### src/rtl/alu_key_sequencer_if.sv
// Key/switch inputs and strobed nibble outputs of the ALU key sequencer.
// The slave side is the sequencer itself; the master side is whatever drives the board inputs.
interface alu_key_sequencer_if;
    logic       key_n;
    logic [3:0] sw;
    logic [3:0] Datain;
    logic       readNext;
    logic [1:0] nib_idx;
    logic       frame_done;
    logic       busy;

    modport slave (
        input  key_n,
        input  sw,
        output Datain,
        output readNext,
        output nib_idx,
        output frame_done,
        output busy
    );

    modport master (
        output key_n,
        output sw,
        input  Datain,
        input  readNext,
        input  nib_idx,
        input  frame_done,
        input  busy
    );
endinterface

### src/rtl/alu_key_sequencer.sv
// Debounces an active-low pushbutton and emits one-cycle nibble strobes with frame tracking.
// Define ALU_KEY_SYNC_EN to add 2-flop synchronisers on key_n and sw (adds 2 cycles of latency).
module alu_key_sequencer #(
    parameter int DEBOUNCE_CYCLES   = 250000,
    parameter int NIBBLES_PER_FRAME = 3,
    parameter int CNT_W             = 18
) (
    input  logic                 clk,
    input  logic                 reset,
    alu_key_sequencer_if.slave   bus
);

    typedef enum logic [1:0] {
        IDLE,
        PRESS_WAIT,
        HELD,
        RELEASE_WAIT
    } state_t;

    localparam logic [CNT_W-1:0] CNT_LAST = CNT_W'(DEBOUNCE_CYCLES - 1);
    localparam logic [CNT_W-1:0] CNT_ONE  = CNT_W'(1);
    localparam logic [1:0]       POS_LAST = 2'(NIBBLES_PER_FRAME - 1);

    state_t           state;
    state_t           stateNext;
    logic [CNT_W-1:0] cnt;
    logic [CNT_W-1:0] cntNext;
    logic             capture;
    logic [1:0]       framePos;
    logic             k;
    logic [3:0]       swSample;

    function automatic logic [1:0] nextPos(input logic [1:0] pos);
        return (pos == POS_LAST) ? 2'd0 : pos + 2'd1;
    endfunction

`ifdef ALU_KEY_SYNC_EN
    logic       keySync_p0;
    logic       keySync_p1;
    logic [3:0] swSync_p0;
    logic [3:0] swSync_p1;

    // Stage p0/p1: synchronisers, reset to "key released, switches low"
    always_ff @(posedge clk) begin
        if (reset) begin
            keySync_p0 <= 1'b1;
            keySync_p1 <= 1'b1;
            swSync_p0  <= 4'd0;
            swSync_p1  <= 4'd0;
        end else begin
            keySync_p0 <= bus.key_n;
            keySync_p1 <= keySync_p0;
            swSync_p0  <= bus.sw;
            swSync_p1  <= swSync_p0;
        end
    end

    assign k        = keySync_p1;
    assign swSample = swSync_p1;
`else
    assign k        = bus.key_n;
    assign swSample = bus.sw;
`endif

    always_comb begin
        stateNext = state;
        cntNext   = cnt;
        capture   = 1'b0;
        case (state)
            IDLE: begin
                if (!k) begin
                    stateNext = PRESS_WAIT;
                    cntNext   = CNT_ONE;
                end
            end
            PRESS_WAIT: begin
                if (k) begin
                    stateNext = IDLE;
                    cntNext   = '0;
                end else if (cnt == CNT_LAST) begin
                    stateNext = HELD;
                    cntNext   = '0;
                    capture   = 1'b1;
                end else begin
                    cntNext = cnt + CNT_ONE;
                end
            end
            HELD: begin
                if (k) begin
                    stateNext = RELEASE_WAIT;
                    cntNext   = CNT_ONE;
                end
            end
            RELEASE_WAIT: begin
                if (!k) begin
                    stateNext = HELD;
                    cntNext   = '0;
                end else if (cnt == CNT_LAST) begin
                    stateNext = IDLE;
                    cntNext   = '0;
                end else begin
                    cntNext = cnt + CNT_ONE;
                end
            end
            default: begin
                stateNext = HELD;
                cntNext   = '0;
            end
        endcase
    end

    // Resetting into HELD forces a key held through reset to be released before it can fire
    always_ff @(posedge clk) begin
        if (reset) begin
            state          <= HELD;
            cnt            <= '0;
            framePos       <= 2'd0;
            bus.Datain     <= 4'd0;
            bus.readNext   <= 1'b0;
            bus.nib_idx    <= 2'd0;
            bus.frame_done <= 1'b0;
        end else begin
            state          <= stateNext;
            cnt            <= cntNext;
            bus.readNext   <= capture;
            bus.frame_done <= capture && (framePos == POS_LAST);
            if (capture) begin
                bus.Datain  <= swSample;
                bus.nib_idx <= framePos;
                framePos    <= nextPos(framePos);
            end
        end
    end

    assign bus.busy = (state != IDLE);

endmodule
### src/flat_wrapper.sv
// flat-port wrapper written by rule: the top's interface ports become plain ports
module alu_key_sequencer_flat 
#(
    parameter int DEBOUNCE_CYCLES   = 250000,
    parameter int NIBBLES_PER_FRAME = 3,
    parameter int CNT_W             = 18
)
  (clk, reset, bus_key_n, bus_sw, bus_Datain, bus_readNext, bus_nib_idx, bus_frame_done, bus_busy);
  alu_key_sequencer_if bus_i ();
  input  logic clk;
  input  logic reset;
  input wire logic [$bits(bus_i.key_n)-1:0] bus_key_n;
  input wire logic [$bits(bus_i.sw)-1:0] bus_sw;
  output wire logic [$bits(bus_i.Datain)-1:0] bus_Datain;
  output wire logic [$bits(bus_i.readNext)-1:0] bus_readNext;
  output wire logic [$bits(bus_i.nib_idx)-1:0] bus_nib_idx;
  output wire logic [$bits(bus_i.frame_done)-1:0] bus_frame_done;
  output wire logic [$bits(bus_i.busy)-1:0] bus_busy;
  assign bus_i.key_n = bus_key_n;
  assign bus_i.sw = bus_sw;
  assign bus_Datain = bus_i.Datain;
  assign bus_readNext = bus_i.readNext;
  assign bus_nib_idx = bus_i.nib_idx;
  assign bus_frame_done = bus_i.frame_done;
  assign bus_busy = bus_i.busy;
  alu_key_sequencer #(.DEBOUNCE_CYCLES(DEBOUNCE_CYCLES), .NIBBLES_PER_FRAME(NIBBLES_PER_FRAME), .CNT_W(CNT_W)) u_core (.clk(clk), .reset(reset), .bus(bus_i));
endmodule
### config.mk
export PLATFORM = sky130hd
export DESIGN_NAME = alu_key_sequencer_flat
export DESIGN_NICKNAME = d
export VERILOG_FILES = /design/src/rtl/alu_key_sequencer_if.sv /design/src/rtl/alu_key_sequencer.sv /design/src/flat_wrapper.sv
export SDC_FILE = /design/constraint.sdc
export NUM_CORES = 1
export LEC_CHECK = 0
export CAP_MARGIN = 15
export CORE_MARGIN = 8
export CORE_UTILIZATION = 61
export CTS_BUF_LIST = sky130_fd_sc_hd__clkbuf_8
export DETAILED_ROUTE_END_ITERATION = 16
export HOLD_SLACK_MARGIN = 0.08
export PLACE_DENSITY = 0.86
export SLEW_MARGIN = 20
export SYNTH_ARGS = -nofsm -noshare
export SYNTH_HDL_FRONTEND = slang
export SYNTH_SLANG_ARGS = --single-unit
### constraint.sdc
create_clock -name clk -period 3.73 [get_ports clk]
set_input_delay 0.373 -clock clk [delete_from_list [all_inputs] [get_ports clk]]
set_output_delay 0.373 -clock clk [all_outputs]
set_load 0.01 [all_outputs]
==> flow_summary.json <==
{
  "finalSetupViolations": 0,
  "mux_share_pct": 5.14,
  "slowest_delay_ns": 0.63,
  "layout-drive-gt1-share_pct": 8.19,
  "yosysWarnings": 0,
  "initial_core_util_pct": 62.9,
  "period_needed_ns": 2.65,
  "r2r-end": "u_core.framePos[1]$_SDFFE_PP0P_",
  "reg2regPathDepth": 6,
  "critical_path_buf_inv_count": 0,
  "cp-end-kind": "register",
  "wl_met1_mm": 1.35,
  "wl_met3_um": 173,
  "drtIter0Drc": 94,
  "startpoint": "u_core.cnt[0]$_SDFFE_PP0P_",
  "inverters_excl_clock": 3,
  "post-route-worst-setup-slack_ns": 1.08,
  "synth.most_common_cell": "dfxtp_1",
  "worstSetupPathType": "register to register",
  "ios": 16,
  "top_regs": "u_core.cnt: 18 flops, u_core.bus.Datain: 4 flops",
  "portBuffers": 15,
  "syn_area_per_cell_um2": 8.86,
  "p_switching_uw": 136,
  "area_leaders": "dfxtp_1, nor2_1, mux2i_1",
  "pg_seq_uw": 326,
  "cp_top_family": "simple AND/OR/NAND/NOR gates",
  "common_cells": "dfxtp_1, nor2_1, nand2_1",
  "n_antenna_cell": 0,
  "r2r_start": "u_core.cnt[0]$_SDFFE_PP0P_",
  "worstHoldEndpoint": "u_core.bus.Datain[3]$_SDFFE_PP0P_",
  "dpl.cell_count": 191,
  "grt_max_degree": 22,
  "comb_power_uw": 25.0,
  "total_power_uw": 614,
  "ys_sh_aoi_pct": 12.0,
  "cap_violations": 0,
  "xor_share_pct": 5.78,
  "worstHoldStart": "u_core.bus.Datain[3]$_SDFFE_PP0P_",
  "overflow": 0,
  "max-clock-path-buffers": 2,
  "logic_gates": 115,
  "vias": 1201,
  "final_common_cell": "dfxtp_1",
  "cts_root_buffer": "clkbuf_8",
  "netlist_instances": 154,
  "buf_share_pct": 9.29,
  "layoutNonFillerInstCount": 199,
  "timing.fmax_mhz": 377,
  "comb_share_pct": 45.0,
  "hold_path_depth": 2,
  "critPathRequiredTime_ns": 3.93,
  "rows": 17,
  "seqPwrFrac_pct": 53.0,
  "peakVddDrop_mv": 0.401,
  "postCtsSetupBuffers": 0,
  "top_register": "u_core.cnt",
  "wl_met2_mm": 1.63,
  "path_max_fanout": 12,
  "routed_wl_mm": 3.20,
  "slew_headroom_pct": 50.1,
  "first_global_vias": 1064,
  "drc": 0,
  "arrival_ns": 2.85,
  "tool_warnings": 26,
  "use_met3_pct": 6.01,
  "highest_layer": "met4",
  "die_y_um": 63.3,
  "cp_cell_sequence": "ha_1, nand3_1, nor3_2, nand4_1, or3b_1, a21oi_1",
  "clockNetworkAreaShare_pct": 5.65,
  "cts_max_level": 2,
  "area_delta_synth_final_pct": 18.5,
  "start_kind": "register",
  "simple_gate_share_pct": 29.5,
  "rsz0062_at_grt": "no",
  "place_congestion": 0.833,
  "top_power_group": "registers",
  "n_tap_cell": 28,
  "ys_seq_share_pct": 44.0,
  "largest_register_ffs": 18,
  "cts_tree": "built",
  "setup_tns_ns": 0,
  "dr.pass1.iters": 4,
  "final.clkbuf_count": 6,
  "synth_flops": 30,
  "logic_area_um2": 728,
  "met1_usage_pct": 17.9,
  "fin_crit_sh_pct": 71.1,
  "seq_area_um2": 601,
  "die_width_um": 63.3,
  "rrSetupSlack_ns": 1.08,
  "ys_cells": 154,
  "buffers": 15,
  "cts_resized": 0,
  "flops": 30,
  "p_leak_uw": 0.000580,
  "cts.sink_count": 30,
  "worst_slew_pin_slew_ns": 0.746,
  "syn_area_um2": 1360,
  "antenna_found_initial": 0,
  "outcome": "finished clean",
  "edf_count": 0,
  "dieArea_um2": 4000,
  "top_area_share_pct": 44.0,
  "async_flop_share_pct": 0,
  "p_int_uw": 479,
  "busiest_layer": "met2",
  "routedWlPerCell_um": 16.1,
  "fillers": 175,
  "cts.clk_slew.worst_paths_ns": 0.06
}
## worst max path at each step
| stage | depth (start not counted) | endpoint | slack (ns) |
|---|---|---|---|
| after floorplan | 5 | u_core.framePos[1]$_SDFFE_PP0P_ | 1.91 |
| after global placement | 5 | u_core.framePos[1]$_SDFFE_PP0P_ | 1.25 |
| after detailed placement | 5 | u_core.framePos[0]$_SDFFE_PP0P_ | 1.20 |
| after CTS | 6 | u_core.framePos[1]$_SDFFE_PP0P_ | 1.10 |
| after global routing | 6 | u_core.framePos[1]$_SDFFE_PP0P_ | 0.81 |
| final | 6 | u_core.framePos[1]$_SDFFE_PP0P_ | 1.08 |
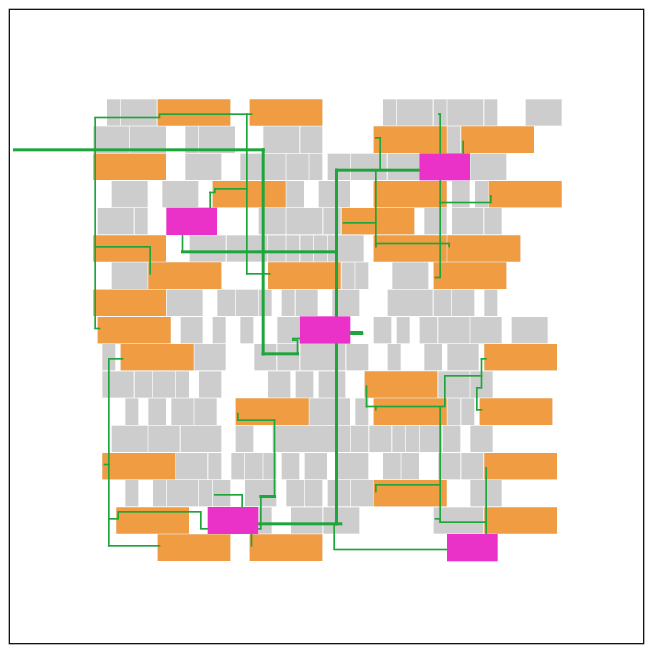
(clock distribution)
Drawn at 10 px/um.
[orange] flip-flops | count: 30
[magenta] cells driving clock nets | count: 5
[green] clock wires | length: 392 um
routed clock nets	6
flops lie	all over the die
clk ins delay skew pair: 0.28 ns
final clock skew: 0.00298 ns
clk pwr: 264 uW
clock group share of total power: 42.9%

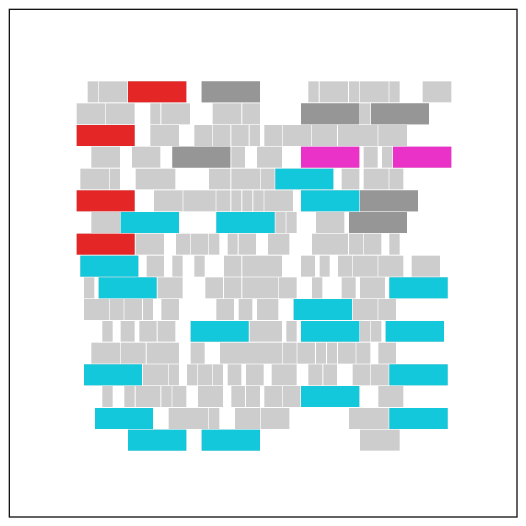
(register map, names as in the netlist)
Drawn at 8 px/um.
color	netlist name	placed flops
red	u_core.bus.Datain	4
magenta	u_core.bus.nib_idx	2
cyan	u_core.cnt	18

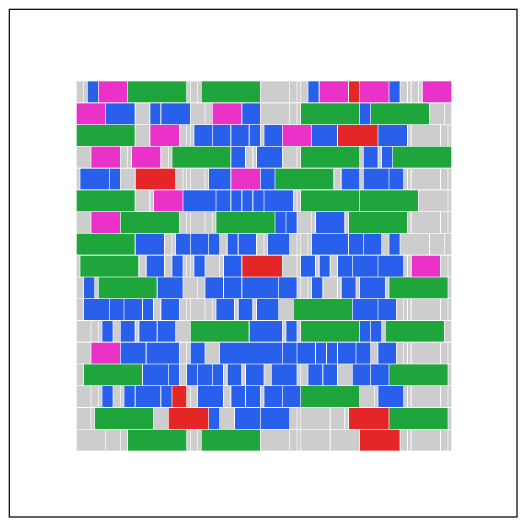
(cell classes on the final placement)
Drawn at 8 px/um. Fill, decap, tap and diode cells in gray.
color	class	cells
magenta	other buffers and delay cells	15
red	clock drivers and dummy loads	8
blue	all other logic	118
green	flip-flops	30
Seq/total area: 37.2%
final instance area: 1620 um2
CORE AREA: 2170 um2
fin util: 74.5%

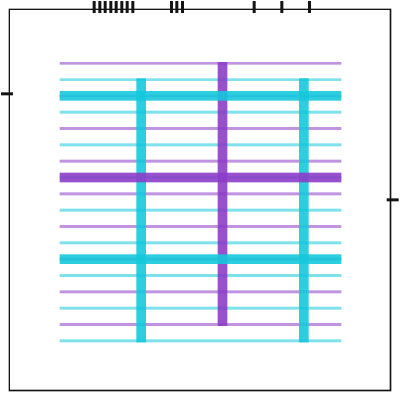
(PDN straps and rails)
Drawn at 6 px/um. Pins as bars on the die edge.
color	net
purple	VDD
cyan	VSS
rows	17
signal pins	16

Power figures rest on the tool's default switching activity, not on a simulated workload.
